<file path="config.mk">
export PLATFORM = sky130hd
export DESIGN_NAME = cpu_fetch
export DESIGN_NICKNAME = d
export VERILOG_FILES = /design/src/rtl/cpu_fetch.sv
export SDC_FILE = /design/constraint.sdc
export NUM_CORES = 1
export LEC_CHECK = 0
export ABC_AREA = 0
export CORE_MARGIN = 4
export CORE_UTILIZATION = 45
export DETAILED_ROUTE_END_ITERATION = 6
export PLACE_DENSITY = 0.84
export SYNTH_ARGS = -nofsm -noshare
export SYNTH_HDL_FRONTEND = slang
export SYNTH_SLANG_ARGS = --single-unit
</file>
<file path="constraint.sdc">
create_clock -name clk -period 2.8 [get_ports clk]
set_clock_uncertainty 0.05 [all_clocks]
set_input_delay 0.56 -clock clk [delete_from_list [all_inputs] [get_ports clk]]
set_output_delay 0.56 -clock clk [all_outputs]
set_load 0.03 [all_outputs]
</file>
<file path="src/rtl/cpu_fetch.sv">
// -----------------------------------------------------------------------------
// cpu_fetch -- instruction byte prefetcher with a small FIFO queue.
//
// Purpose:
//   Reads consecutive bytes from a simple system bus. Each read takes TCYCLES
//   clocks. Fetched {pc, byte} pairs are pushed into a DEPTH-entry queue that a
//   decoder drains. A redirect flushes the queue, drops any read in flight and
//   restarts fetching at a new PC.
//
// Parameters:
//   ADDR_WIDTH  bus / PC address width
//   DATA_WIDTH  fetched byte width
//   DEPTH       prefetch queue entries (>= 1)
//   TCYCLES     clocks per memory access (>= 1)
//   RESET_PC    first fetch address after reset
//
// Ports:
//   clk              single clock, rising edge
//   reset_n          asynchronous active-low reset
//   mem_addr         bus address; always equals the current fetch PC
//   mem_read_enable  bus read strobe; high exactly while an access is running
//   mem_data_in      bus read data, sampled on the last T-cycle of an access
//   instr_valid      queue head valid (queue not empty)
//   instr_data       queue head byte
//   instr_pc         address of the queue head byte
//   instr_ready      consumer accepts the head byte
//   redirect_valid   flush the queue and restart fetching at redirect_addr
//   redirect_addr    new fetch PC
//   fetch_count      (CPU_FETCH_PERF_EN only) completed pushes, wrapping
//   flush_count      (CPU_FETCH_PERF_EN only) redirects taken, wrapping
//
// Handshake: a byte leaves the queue on a rising edge where instr_valid and
// instr_ready are both high; instr_valid never depends on instr_ready, and
// instr_data/instr_pc are stable while instr_valid is high and not popped.
//
// Optional feature: define CPU_FETCH_PERF_EN to add the two perf counters.
// -----------------------------------------------------------------------------
module cpu_fetch #(
    parameter int                    ADDR_WIDTH = 16,
    parameter int                    DATA_WIDTH = 8,
    parameter int                    DEPTH      = 2,
    parameter int                    TCYCLES    = 4,
    parameter logic [ADDR_WIDTH-1:0] RESET_PC   = '0
) (
    input  logic                  clk,
    input  logic                  reset_n,
    output logic [ADDR_WIDTH-1:0] mem_addr,
    output logic                  mem_read_enable,
    input  logic [DATA_WIDTH-1:0] mem_data_in,
    output logic                  instr_valid,
    output logic [DATA_WIDTH-1:0] instr_data,
    output logic [ADDR_WIDTH-1:0] instr_pc,
    input  logic                  instr_ready,
    input  logic                  redirect_valid,
    input  logic [ADDR_WIDTH-1:0] redirect_addr
`ifdef CPU_FETCH_PERF_EN
    ,
    output logic [31:0]           fetch_count,
    output logic [31:0]           flush_count
`endif
);

    localparam int TW = (TCYCLES > 1) ? $clog2(TCYCLES) : 1;
    localparam int PW = (DEPTH > 1) ? $clog2(DEPTH) : 1;
    localparam int CW = $clog2(DEPTH + 1);

    localparam logic [TW-1:0] TCNT_LAST = TW'(TCYCLES - 1);
    localparam logic [PW-1:0] PTR_LAST  = PW'(DEPTH - 1);
    localparam logic [CW-1:0] DEPTH_C   = CW'(DEPTH);

    localparam logic ST_IDLE   = 1'b0;
    localparam logic ST_ACCESS = 1'b1;

    logic                  state_q,    state_d;
    logic [TW-1:0]         tcnt_q,     tcnt_d;
    logic [ADDR_WIDTH-1:0] fetch_pc_q, fetch_pc_d;
    logic [CW-1:0]         count_q,    count_d;
    logic [PW-1:0]         rd_ptr_q,   rd_ptr_d;
    logic [PW-1:0]         wr_ptr_q,   wr_ptr_d;

    // Queue storage: contents need no reset, validity is tracked by count_q.
    logic [DATA_WIDTH-1:0] qdata_q [DEPTH];
    logic [ADDR_WIDTH-1:0] qpc_q   [DEPTH];

    logic          do_pop;
    logic          do_complete;
    logic          do_push;
    logic [CW-1:0] count_after_pop;

    function automatic logic [PW-1:0] ptr_inc(input logic [PW-1:0] p);
        return (p == PTR_LAST) ? '0 : p + PW'(1);
    endfunction

    assign do_pop      = (count_q != '0) && instr_ready;
    assign do_complete = (state_q == ST_ACCESS) && (tcnt_q == TCNT_LAST);
    // A completion on a redirect edge is dropped: the byte belongs to the
    // abandoned path.
    assign do_push     = do_complete && !redirect_valid;

    // Occupancy seen by the start/continue decision: this edge's pop counts.
    assign count_after_pop = count_q - CW'(do_pop);

    always_comb begin
        state_d    = state_q;
        tcnt_d     = tcnt_q;
        fetch_pc_d = fetch_pc_q;
        count_d    = count_q;
        rd_ptr_d   = rd_ptr_q;
        wr_ptr_d   = wr_ptr_q;

        if (redirect_valid) begin
            state_d    = ST_ACCESS;
            tcnt_d     = '0;
            fetch_pc_d = redirect_addr;
            count_d    = '0;
            rd_ptr_d   = '0;
            wr_ptr_d   = '0;
        end else begin
            if (do_pop) begin
                rd_ptr_d = ptr_inc(rd_ptr_q);
            end
            if (do_push) begin
                wr_ptr_d   = ptr_inc(wr_ptr_q);
                fetch_pc_d = fetch_pc_q + ADDR_WIDTH'(1);
            end
            count_d = count_after_pop + CW'(do_push);

            case (state_q)
                ST_IDLE: begin
                    if (count_after_pop < DEPTH_C) begin
                        state_d = ST_ACCESS;
                        tcnt_d  = '0;
                    end
                end
                default: begin
                    if (!do_complete) begin
                        tcnt_d = tcnt_q + TW'(1);
                    end else begin
                        // Only start another read if its result has a slot.
                        tcnt_d  = '0;
                        state_d = (count_d < DEPTH_C) ? ST_ACCESS : ST_IDLE;
                    end
                end
            endcase
        end
    end

    always_ff @(posedge clk or negedge reset_n) begin
        if (!reset_n) begin
            state_q    <= ST_IDLE;
            tcnt_q     <= '0;
            fetch_pc_q <= RESET_PC;
            count_q    <= '0;
            rd_ptr_q   <= '0;
            wr_ptr_q   <= '0;
        end else begin
            state_q    <= state_d;
            tcnt_q     <= tcnt_d;
            fetch_pc_q <= fetch_pc_d;
            count_q    <= count_d;
            rd_ptr_q   <= rd_ptr_d;
            wr_ptr_q   <= wr_ptr_d;
        end
    end

    always_ff @(posedge clk) begin
        if (do_push) begin
            qdata_q[wr_ptr_q] <= mem_data_in;
            qpc_q[wr_ptr_q]   <= fetch_pc_q;
        end
    end

    assign mem_addr        = fetch_pc_q;
    assign mem_read_enable = (state_q == ST_ACCESS);
    assign instr_valid     = (count_q != '0);
    assign instr_data      = qdata_q[rd_ptr_q];
    assign instr_pc        = qpc_q[rd_ptr_q];

`ifdef CPU_FETCH_PERF_EN
    logic [31:0] fetch_count_q, fetch_count_d;
    logic [31:0] flush_count_q, flush_count_d;

    always_comb begin
        fetch_count_d = fetch_count_q + 32'(do_push);
        flush_count_d = flush_count_q + 32'(redirect_valid);
    end

    always_ff @(posedge clk or negedge reset_n) begin
        if (!reset_n) begin
            fetch_count_q <= '0;
            flush_count_q <= '0;
        end else begin
            fetch_count_q <= fetch_count_d;
            flush_count_q <= flush_count_d;
        end
    end

    assign fetch_count = fetch_count_q;
    assign flush_count = flush_count_q;
`endif

endmodule

</file>
**Track usage over the die**

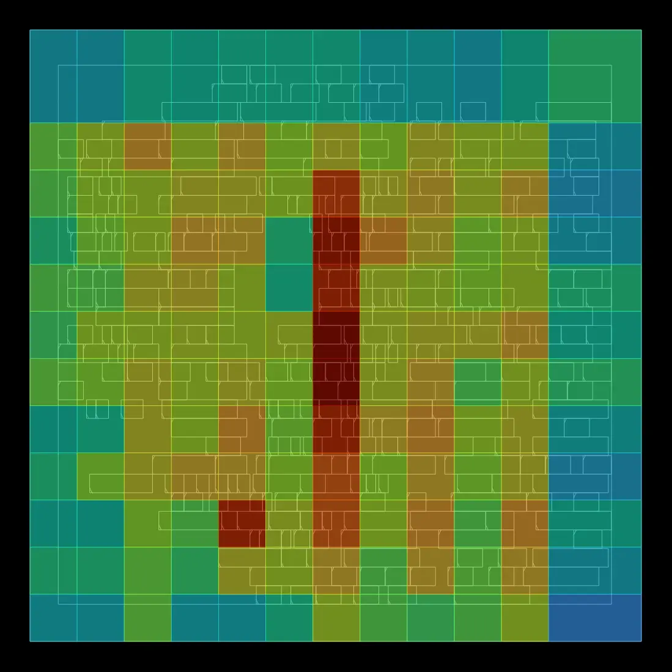
Final Util: 0.623
Total GRT Usage: 0.164

**Signal wires by layer**

Bar = 20 um. Two of the layers only.
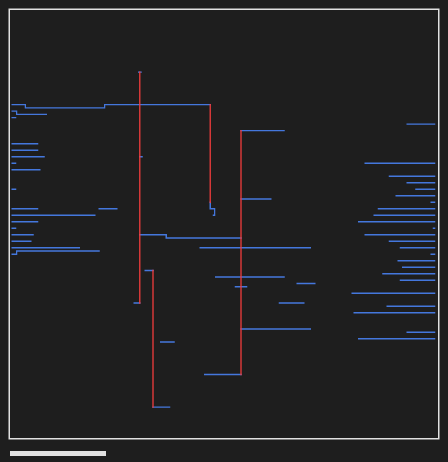
Key: M4 = red [wire length 148 um]; M3 = blue [wire length 488 um]
DR vias: 1,924
WL per Instance: 16.2 um
routed wire length: 6040 um

==> qor.csv <==
stage,metric,value,unit
floorplan,Initial Utilization,0.468,
critical_path,Crit Path Category,reg2out,
timing,Max Transition Viols Final,0,
place,Placed Area,3800,um^2
detailed_routing,1st-pass router iterations,6,
critical_path,Worst R2R Start,count_q[1],
finish,fraction of layout cells with a size suffix above 1,0.173,
floorplan,die width,89.5,um
power_and_ir_drop,Power Dens Cells,733,nW/um^2
timing,Tcrit/Tclk final,0.934,
clock_network,post-CTS setup buffer count,0,
critical_path,worst path required time,2.19,ns
global_route,initial antenna violation count,0,
logic_synthesis,synth top area cells,"edfxtp_1 48%, dfrtp_1 19%, mux2_2 9.0%, nand2_1 2.5%, o21ai_0 2.5%",
logic_synthesis,Async SR Flop Fraction,0.324,
min_path,Hold Crit Class,reg2reg,
floorplan,die area,8010,um^2
clock_network,clock-pin slew on the worst setup and hold paths,0.07,ns
critical_path,crit-path cells,buf_4 -> mux2_2 -> clkdlybuf4s50_1,
logic_synthesis,Post-synth EDFFs,48,
floorplan,num ports,70,
critical_path,max incr delay on CP,0.60,ns
clock_network,TritonCTS clock tree,yes,
detailed_routing,Vias/cell,5.17,
finish,# diodes,0,
place,routability cong.,0.777,
clock_network,clk_lat worst skew,0.34,ns
logic_synthesis,sequential area share after synthesis,0.675,
min_path,hold_sp,mem_addr[15],
logic_synthesis,"FF+latch count, synth",71,
place,port bufs,69,
timing,Tightest Pin Transition,0.386,ns
logic_synthesis,"Top FF cell, synth",edfxtp_1,
flow_run,Log Warnings,26,
run_status,status,"complete, no violations",
detailed_routing,Post-DRT Antenna Nets,0,
critical_path,r2r endpoint,mem_read_enable,
timing,Fmax,0.382,GHz
critical_path,worst reg-to-reg setup slack,0.71,ns
global_route,GRT Residual Overflow,0,
clock_network,cts bufs inserted,9,
logic_synthesis,Unique cell types,33,
timing,final hold vios,0,
timing,Rel. slew slack,0.742,
logic_synthesis,Mapped Area,2990,um^2
detailed_routing,DRC errors left,0,
critical_path,FF-to-FF path depth,8,
global_route,number of global-route vias before repair,1932,
critical_path,Startpoint Class,flop,
logic_synthesis,area figure in the yosys stat output,2990,um^2
power_and_ir_drop,Peak VDD IR,510,uV
place,pre-CTS WS,0.461,ns
critical_path,crit path DAT,2.00,ns
timing,# setup viols final,0,
logic_synthesis,Area leader share,0.482,
critical_path,Critical path buffers and inverters,2,
**Cells colored by class**

Bar = 20 um.
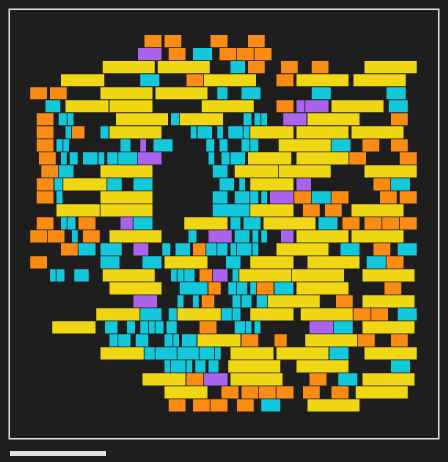
Key: remaining buffers and delay cells = orange [cells 75, share of their area 19%]; remaining logic cells = cyan [cells 133, share of their area 25%]; sequential cells = yellow [cells 71, share of their area 52%]; clock drivers and dummy loads = purple [cells 16, share of their area 4.5%]
sequential cell area share: 0.507
core area: 6390 um^2
design area: 3980 um^2
row count: 29

## area by class of cell
class / count / area (um^2)
fill: 500 / 2410
inverter: 6 / 22.5
timing repair buffer: 75 / 736
clock inverter: 7 / 50.0
clock buffer: 9 / 124
multi-input combinational: 127 / 932
tap: 77 / 96.3
sequential: 71 / 2020
## flip-flops by register name, indices dropped and copies added (netlist names)
| signal | cells |
|---|---|
| wr_ptr_q | 1 |
| mem_read_enable | 1 |
| tcnt_q | 2 |
| qpc_q | 32 |
| mem_addr | 16 |
| qdata_q | 16 |
| count_q | 2 |
| rd_ptr_q | 1 |
## where the power goes
group	internal [W]	switching, W
logic	0.000447	0.000520
registers	0.00119	0.0000569
clock network	0.000320	0.000386
## worst register-to-register path, stage by stage, from the launching register on
cell	delay, ns
dfrtp_1	0.39
or2_2	0.31
and2_1	0.19
ha_1	0.27
inv_1	0.04
ha_1	0.20
o21ai_0	0.16
a21oi_1	0.08
or2_2	0.28
## layer usage
metal  GRT usage  share of wire  vias to the layer above
met5           0              0                        -
met4      0.0880          0.024                        0
met3      0.0571          0.081                       13
met2       0.269           0.48                       66
met1       0.190           0.42                      912
li1            -              -                      933
## cells by family (layout without fill, tap and decap cells)
kind of cell | Yosys count | in the layout | synth area share
AOI/OAI and AO/OA | 24 | 24 | 0.0465
xor gates and xnor gates | 15 | 15 | 0.0440
adders and majority gates | 4 | 4 | 0.0168
buffers and inverters | 13 | 97 | 0.0167
DFF | 71 | 71 | 0.675
muxes | 25 | 25 | 0.0938
and+or+nand+nor | 59 | 59 | 0.107
## cell usage in the layout (no fill, tap or decap), types with 2 or more instances in the layout
master / instances
mux2_2: 24
and4_4: 2
or2_2: 2
edfxtp_1: 48
nand2_1: 20
o311ai_0: 3
xor2_1: 8
nand4_1: 4
inv_1: 6
and2_1: 3
a21oi_1: 3
dfrtp_1: 23
ha_1: 4
a31oi_1: 2
o21ai_0: 15
clkinv_4: 3
nand3_1: 6
xnor2_1: 7
nand3b_1: 2
clkbuf_8: 9
nor2_1: 9
clkdlybuf4s50_1: 69
clkinvlp_4: 2
buf_4: 6
or3_1: 2
## stage by stage
stage | hold WS, ns | std cells
2_1_floorplan | 0.214 | 211
3_3_place_gp | 0.453 | 356
3_5_place_dp | 0.472 | 356
4_1_cts | 0.480 | 372
5_1_grt | 0.503 | 372
6_report | 0.475 | 372
## how the worst max path moves through the flow
| stage | start | slack [ns] | end | cells after the start |
|---|---|---|---|---|
| after floorplan | redirect_valid | 0.36 | qdata_q[0][0] | 3 |
| after global placement | instr_ready | 0.51 | mem_read_enable | 9 |
| after detailed placement | instr_ready | 0.46 | mem_read_enable | 9 |
| after CTS | rd_ptr_q | 0.15 | instr_pc[0] | 3 |
| after global routing | rd_ptr_q | 0.10 | instr_data[2] | 3 |
| final | rd_ptr_q | 0.19 | instr_pc[0] | 3 |
Power and IR drop assume default switching activity.
